===== src/rtl/pdp1_alu_pkg.sv =====
// Shared definitions for the PDP-1 ALU multiplier and divider blocks.
package pdp1_alu_pkg;

  localparam int unsigned WORD_W = 18;          // word width including sign bit
  localparam int unsigned MAG_W  = WORD_W - 1;  // magnitude width
  localparam int unsigned PROD_W = 2 * MAG_W;   // product magnitude width

  typedef enum logic [1:0] {
    StIdle = 2'd0,
    StRun  = 2'd1,
    StDone = 2'd2
  } alu_state_e;

  // Ones-complement magnitude; -0 (all ones) maps to zero.
  function automatic logic [MAG_W-1:0] ones_mag(input logic [WORD_W-1:0] word);
    return word[WORD_W-1] ? ~word[MAG_W-1:0] : word[MAG_W-1:0];
  endfunction

endpackage


===== src/rtl/pdp1_cpu_alu_mul.sv =====
// PDP-1 mul: shift-and-add magnitude multiplier, one multiplier bit per clock.
module pdp1_cpu_alu_mul
  import pdp1_alu_pkg::*;
(
  input  logic              in_clock,
  input  logic              in_reset,
  input  logic              start,
  input  logic [WORD_W-1:0] mul_a,
  input  logic [WORD_W-1:0] mul_b,
  output logic              busy,
  output logic              done,
  output logic [PROD_W-1:0] product_mag,
  output logic              product_neg
);

  alu_state_e        state_q;
  logic [PROD_W-1:0] acc_q;
  logic [PROD_W-1:0] mcand_q;
  logic [MAG_W-1:0]  mplier_q;
  logic [4:0]        count_q;
  logic              sign_q;
  logic              busy_q;
  logic              done_q;
  logic [PROD_W-1:0] product_mag_q;
  logic              product_neg_q;
  logic [PROD_W-1:0] acc_sum;

  // Accumulator value after the current multiplier bit is applied.
  always_comb begin
    acc_sum = acc_q;
    if (mplier_q[0]) acc_sum = acc_q + mcand_q;
  end

  // Sequencer FSM and datapath; outputs only load on the edge entering DONE.
  always_ff @(posedge in_clock or posedge in_reset) begin
    if (in_reset) begin
      state_q       <= StIdle;
      acc_q         <= '0;
      mcand_q       <= '0;
      mplier_q      <= '0;
      count_q       <= '0;
      sign_q        <= 1'b0;
      busy_q        <= 1'b0;
      done_q        <= 1'b0;
      product_mag_q <= '0;
      product_neg_q <= 1'b0;
    end else begin
      unique case (state_q)
        StIdle: begin
          if (start) begin
            mcand_q  <= {{(PROD_W - MAG_W){1'b0}}, ones_mag(mul_a)};
            mplier_q <= ones_mag(mul_b);
            sign_q   <= mul_a[WORD_W-1] ^ mul_b[WORD_W-1];
            acc_q    <= '0;
            count_q  <= 5'd16;
            busy_q   <= 1'b1;
            state_q  <= StRun;
          end
        end
        StRun: begin
          acc_q    <= acc_sum;
          mcand_q  <= {mcand_q[PROD_W-2:0], 1'b0};
          mplier_q <= {1'b0, mplier_q[MAG_W-1:1]};
          if (count_q == 5'd0) begin
            product_mag_q <= acc_sum;
            product_neg_q <= sign_q;
            done_q        <= 1'b1;
            state_q       <= StDone;
          end else begin
            count_q <= count_q - 5'd1;
          end
        end
        StDone: begin
          done_q  <= 1'b0;
          busy_q  <= 1'b0;
          state_q <= StIdle;
        end
        default: begin
          done_q  <= 1'b0;
          busy_q  <= 1'b0;
          state_q <= StIdle;
        end
      endcase
    end
  end

  assign busy        = busy_q;
  assign done        = done_q;
  assign product_mag = product_mag_q;
  assign product_neg = product_neg_q;

endmodule


===== config.mk =====
export PLATFORM = sky130hd
export DESIGN_NAME = pdp1_cpu_alu_mul
export DESIGN_NICKNAME = d
export VERILOG_FILES = /design/src/rtl/pdp1_alu_pkg.sv /design/src/rtl/pdp1_cpu_alu_mul.sv
export SDC_FILE = /design/constraint.sdc
export NUM_CORES = 1
export LEC_CHECK = 0
export CORE_MARGIN = 4
export CORE_UTILIZATION = 50
export CTS_BUF_LIST = sky130_fd_sc_hd__clkbuf_16
export DETAILED_ROUTE_END_ITERATION = 8
export GPL_TIMING_DRIVEN = 0
export PLACE_DENSITY = 0.75
export SYNTH_ARGS = -nofsm -noshare
export SYNTH_HDL_FRONTEND = slang
export SYNTH_SLANG_ARGS = --single-unit

===== constraint.sdc =====
create_clock -name in_clock -period 4.7 [get_ports in_clock]
set_input_delay 1.175 -clock in_clock [delete_from_list [all_inputs] [get_ports in_clock]]
set_output_delay 1.175 -clock in_clock [all_outputs]
set_load 0.005 [all_outputs]

run_1/congestion.png
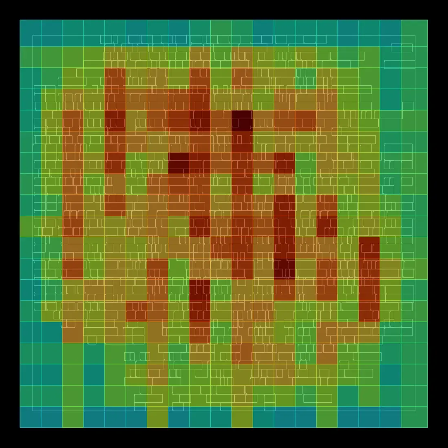
final core utilization: 61.9%
routed wire length per instance: 17.9 um
combined global-route utilization of all metal layers: 23.7%
GR Util met2: 37.7%

run_1/io_placement.png
(4 px per um) Pins as bars across the die edge, other pins in gray.
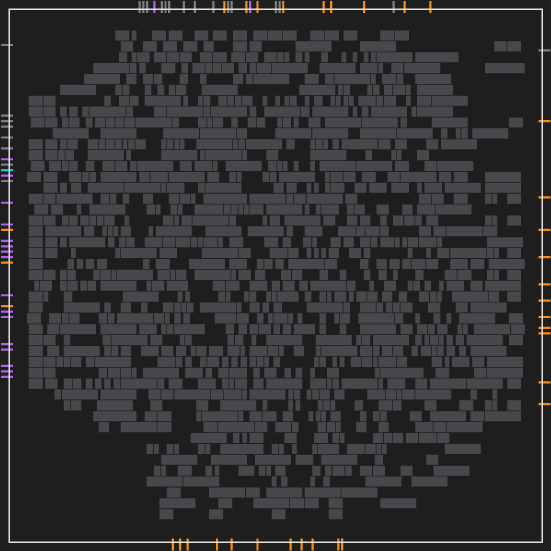
port	color	pins	direction	edge
`mul_a`	purple	18	input	16 left, 2 top
`product_mag`	orange	34	output	11 bottom, 11 right, 9 top, 3 left
`start`	cyan	1	input	left
port bufs: 73
vertical die dimension: 133 um
die outline width: 133 um

run_1/metal_density.png
(3 px per um) The die is cut into 27 by 27 equal tiles; dark blue is low, red is high, scaled to the fullest tile. Values are wire area over tile area, all layers added.
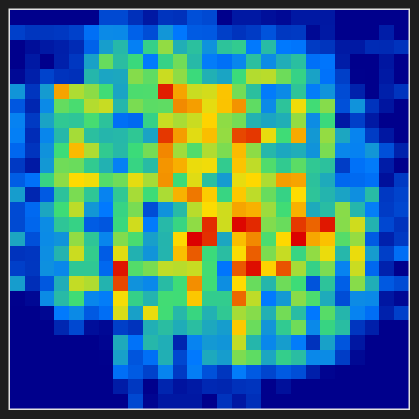
emptiest ninth of the die	bottom left
mean over tiles	0.18
fullest tile	0.55
nearly empty tiles	16%
tiles over half the peak	28%

-- run 1: registers in the layout, indices dropped and copies added, names as in the netlist, 2 cells and up --
| signal | count |
|---|---|
| mcand_q | 34 |
| product_mag | 34 |
| state_q | 2 |
| acc_q | 34 |
| mplier_q | 17 |
| count_q | 5 |
-- run 1: area by class of cell --
type                    count  area (sq um)  share of cell area (%)
multi-input cells         615          4240                    44.9
flip-flops and latches    130          3250                    34.4
repair buffers             74           758                    8.03
clock buffers              17           425                    4.50
well taps                 211           264                    2.79
plain buffers              59           228                    2.41
clock inverters            15           200                    2.12
inverters                  20          80.1                   0.848
-- run 1: Yosys cell counts (3+ instances only) --
library cell                  n
sky130_fd_sc_hd__nand2b_1     7
sky130_fd_sc_hd__o2111ai_2    3
sky130_fd_sc_hd__nand2_1     70
sky130_fd_sc_hd__nor2b_1     37
sky130_fd_sc_hd__a21oi_1     63
sky130_fd_sc_hd__nor3b_1      5
sky130_fd_sc_hd__xor2_1      46
sky130_fd_sc_hd__mux2_2       3
sky130_fd_sc_hd__and4_1       3
sky130_fd_sc_hd__and2_1       3
sky130_fd_sc_hd__xnor2_1     18
sky130_fd_sc_hd__mux2i_1     25
sky130_fd_sc_hd__buf_1        7
sky130_fd_sc_hd__inv_1       20
sky130_fd_sc_hd__o21a_1       8
sky130_fd_sc_hd__a21o_1      24
sky130_fd_sc_hd__a22o_1      38
sky130_fd_sc_hd__a31oi_1      6
sky130_fd_sc_hd__or3_1        4
sky130_fd_sc_hd__o21ai_0     83
sky130_fd_sc_hd__clkbuf_1    47
sky130_fd_sc_hd__nand3_1     16
sky130_fd_sc_hd__dfrtp_1    130
sky130_fd_sc_hd__ha_1        35
sky130_fd_sc_hd__o21bai_1     6
sky130_fd_sc_hd__buf_2        4
sky130_fd_sc_hd__a22oi_1     32
sky130_fd_sc_hd__nor3_1       4
sky130_fd_sc_hd__a211oi_1     9
sky130_fd_sc_hd__nor2_1      23
sky130_fd_sc_hd__nand4_1      8
-- run 1: power by group through the flow --
stage	sequential, mW	combinational, mW	clock, mW
after floorplan	1.81	1.82	0
after global placement	1.90	2.57	0
after detailed placement	1.91	2.63	0
after CTS	1.90	2.66	1.42
after global routing	1.96	2.96	1.48
final	1.91	2.67	1.41
-- run 1: cell families after synthesis --
logic type,after synthesis
AND-OR/OR-AND,295
XOR/XNOR,64
adder cells (fa/ha/maj),36
buffers and inverters,79
flip-flops,130
multiplexers,29
AND/OR/NAND/NOR,191
-- run 1: tightest hold or removal path, cell delays in order (launching register included) --
cell and delay [ns]:
sky130_fd_sc_hd__dfrtp_1 0.34, sky130_fd_sc_hd__nand2_1 0.05, sky130_fd_sc_hd__nand2_1 0.05
-- run 1: how the worst max path moves through the flow --
stage,from,endpoint,slack (ns),cells after the start
detailed placement,start,acc_q[5],1.43,5
global route,mcand_q[0],acc_q[26],1.24,12
CTS,mcand_q[0],acc_q[26],1.42,12
global placement,in_reset,product_mag[5],-1.82,2
finish,mcand_q[0],acc_q[26],1.39,12
floorplan,in_reset,acc_q[0],0.06,1
-- run 1: metal layers --
metal,share of wire (%),routed length (um)
met2,48,9710
met4,2.5,512
met5,0,0
met3,5.0,1020
met1,45,9160
==> impl_summary.log, run 1 <==
[report] extracting results
[metrics] number of global-route vias before repair: 6352
[metrics] critical path fanouts, max: 4
[metrics] min setup slack post-route: 1.39 ns
[metrics] outcome: finished clean
[metrics] chip area estimate from yosys synthesis: 7790 sq um
[metrics] hpwl dp: 14300 um
[metrics] Max Slew Vio Count: 0
[metrics] final std cells w/o fill: 1141
[metrics] Fin Setup TNS: 0 ns
[metrics] clock latency at the later pin of the worst-skew pair: 0.42 ns
[metrics] minimum setup slack after placement: 1.43 ns
[metrics] worst hold path class: flop to flop
[metrics] critical-path cell with the highest stage delay: sky130_fd_sc_hd__a211oi_1
[metrics] cell taking the most area after synthesis: sky130_fd_sc_hd__dfrtp_1
[metrics] top-level I/O count: 76
[metrics] total core area: 15300 sq um
[metrics] number of routed nets with antenna violations: 0
[metrics] setup repair after global routing missed its margin: false
[metrics] internal power: 3.60 mW
[metrics] antenna cells: 0
[metrics] Buf+Inv Stages, Crit Path: 1
[metrics] fraction of the mapped netlist area in adder cells: 5.88%
[metrics] flop2flop setup slack: 1.39 ns
==> run 2: changes to the inputs <==
clock period = 2.7 ns   (was 4.7 ns; I/O delays follow)
run_2/metal_density.png
(3 px per um) The die is cut into 27 by 27 equal tiles; dark blue is low, red is high, scaled to the fullest tile. Values are wire area over tile area, all layers added.
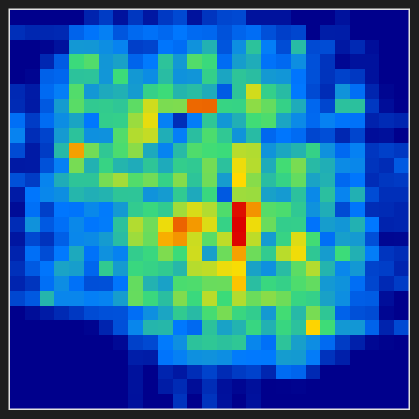
via count of the routed design: 6989
routed wire length per instance: 18.9 um

==> impl_summary.log, run 2 <==
[report] extracting results
[metrics] number of global-route vias before repair: 6645 (+4.6%)
[metrics] clock tree root driver cell: sky130_fd_sc_hd__clkbuf_16
[metrics] Max Slew Vio Count: 0 (unchanged)
[metrics] outcome: finished with violations
[metrics] sequential cell area fraction in the yosys report: 41.7%
[metrics] met1 wire length: 9740 um (+6.4%)
[metrics] clock latency at the later pin of the worst-skew pair: 0.43 ns (about the same)
[metrics] hpwl dp: 15000 um (+4.3%)
[metrics] WL met2: 10500 um (+7.8%)
[metrics] antenna cells: 0 (unchanged)
[metrics] flop2flop setup slack: -0.30 ns (-1.70 ns)
[metrics] vertical die dimension: 133 um (unchanged)
[metrics] final setup violation count: 28
[metrics] critical path fanouts, max: 3 (-1)
[metrics] chip area estimate from yosys synthesis: 7790 sq um (unchanged)
[metrics] total core area: 15300 sq um (unchanged)
[metrics] min setup slack post-route: -0.304 ns (-1.70 ns)
[metrics] die outline width: 133 um (unchanged)
[metrics] number of routed nets with antenna violations: 0 (unchanged)
[metrics] fillcell total: 1180
[metrics] port bufs: 73 (unchanged)
[metrics] top-level I/O count: 76 (unchanged)
[metrics] detailed route wirelength on metal3: 1450 um (+43%)
[metrics] Avg Synthesized Cell Area: 9.46 sq um
[metrics] worst hold path class: flop to flop
[metrics] critical-path cell with the highest stage delay: sky130_fd_sc_hd__a2111o_1
[metrics] Die ar.: 17600 sq um
[metrics] most common library cells after synthesis: sky130_fd_sc_hd__dfrtp_1 (130), sky130_fd_sc_hd__o21ai_0 (83), sky130_fd_sc_hd__nand2_1 (70), sky130_fd_sc_hd__a21oi_1 (63), sky130_fd_sc_hd__clkbuf_1 (47)
[metrics] Comb gate area: 4650 sq um (+9.8%)
[metrics] cell taking the most area after synthesis: sky130_fd_sc_hd__dfrtp_1
[metrics] setup repair after global routing missed its margin: true
[metrics] combined global-route utilization of all metal layers: 24.3% (+0.62 points)
[metrics] Buf+Inv Stages, Crit Path: 1 (unchanged)
[metrics] violations in the final reports: setup timing
[metrics] most instantiated library cell after synthesis: sky130_fd_sc_hd__dfrtp_1
[metrics] top routing layer in use: met4
-- run 2: final cells by class --
cell class                      instances  area share (%)
Multi-Input combinational cell        615            45.5
Sequential cell                       130            31.8
Timing Repair Buffer                  114            10.7
Clock buffer                           17            4.16
Tap cell                              211            2.58
Buffer                                 57            2.29
Clock inverter                         15            2.19
Inverter                               20           0.770
-- run 2: cell families (layout without fill, tap and decap cells) --
logic type | after synthesis | after routing | share of synthesized area, %
flops | 130 | 130 | 41.7
buf+inv | 79 | 223 | 3.89
mux | 29 | 29 | 3.84
xor+xnor | 64 | 64 | 7.19
fa+ha+maj | 36 | 36 | 5.88
simple gates | 191 | 191 | 12.3
compound gates | 295 | 295 | 25.1
-- run 2: how the worst max path moves through the flow --
stage                       to  cells past startpoint
2_1_floorplan  product_mag[32]                     12
3_3_place_gp          acc_q[6]                      2
3_5_place_dp   product_mag[18]                     12
4_1_cts        product_mag[32]                     12
5_1_grt              acc_q[26]                     13
6_report       product_mag[32]                     12
-- run 2: tightest hold or removal path, cell delays in order, from the launching register on --
cell and delay [ns]:
sky130_fd_sc_hd__dfrtp_1 0.34, sky130_fd_sc_hd__nand2_1 0.04, sky130_fd_sc_hd__o21ai_0 0.06
-- run 2: repair_timing --
item | 4_1_cts | 5_1_grt
pin swaps | 16 | 30
buffers inserted | 21 | 18
endpoints found under the hold margin | 0 | 0
resized | 33 | 76
hold buffers | 0 | 0
endpoints found under the setup margin | 31 | 64
-- run 2: routing by layer --
layer	GRT usage [%]	up-vias
met1	33.2	3431
met4	7.74	0
met3	5.59	54
met5	0	-
li1	-	3237
met2	38.4	267
-- run 2: power by group through the flow --
stage / Combinational [mW] / Clock [mW] / Sequential, mW
final: 5.31 / 2.59 / 3.37
after global routing: 5.79 / 2.69 / 3.45
after CTS: 4.80 / 2.58 / 3.32
after detailed placement: 4.60 / 0 / 3.33
after global placement: 4.48 / 0 / 3.31
after floorplan: 3.18 / 0 / 3.15
-- run 2: stage by stage --
stage	hold WS (ns)	utilization [%]	worst slack, ns	TNS (ns)	std cells
after global placement	0.461	57.7	-0.786	-107.81	1108
after detailed placement	0.468	58.1	-0.466	-7.20	1111
after global routing	0.501	67.1	-0.395	-6.64	1179
final	0.475	67.1	-0.304	-3.55	1179
after CTS	0.481	64.3	-0.269	-2.71	1163
after floorplan	0.439	-	-0.106	-0.110	824
Power figures rest on the tool's default switching activity, not on a simulated workload.
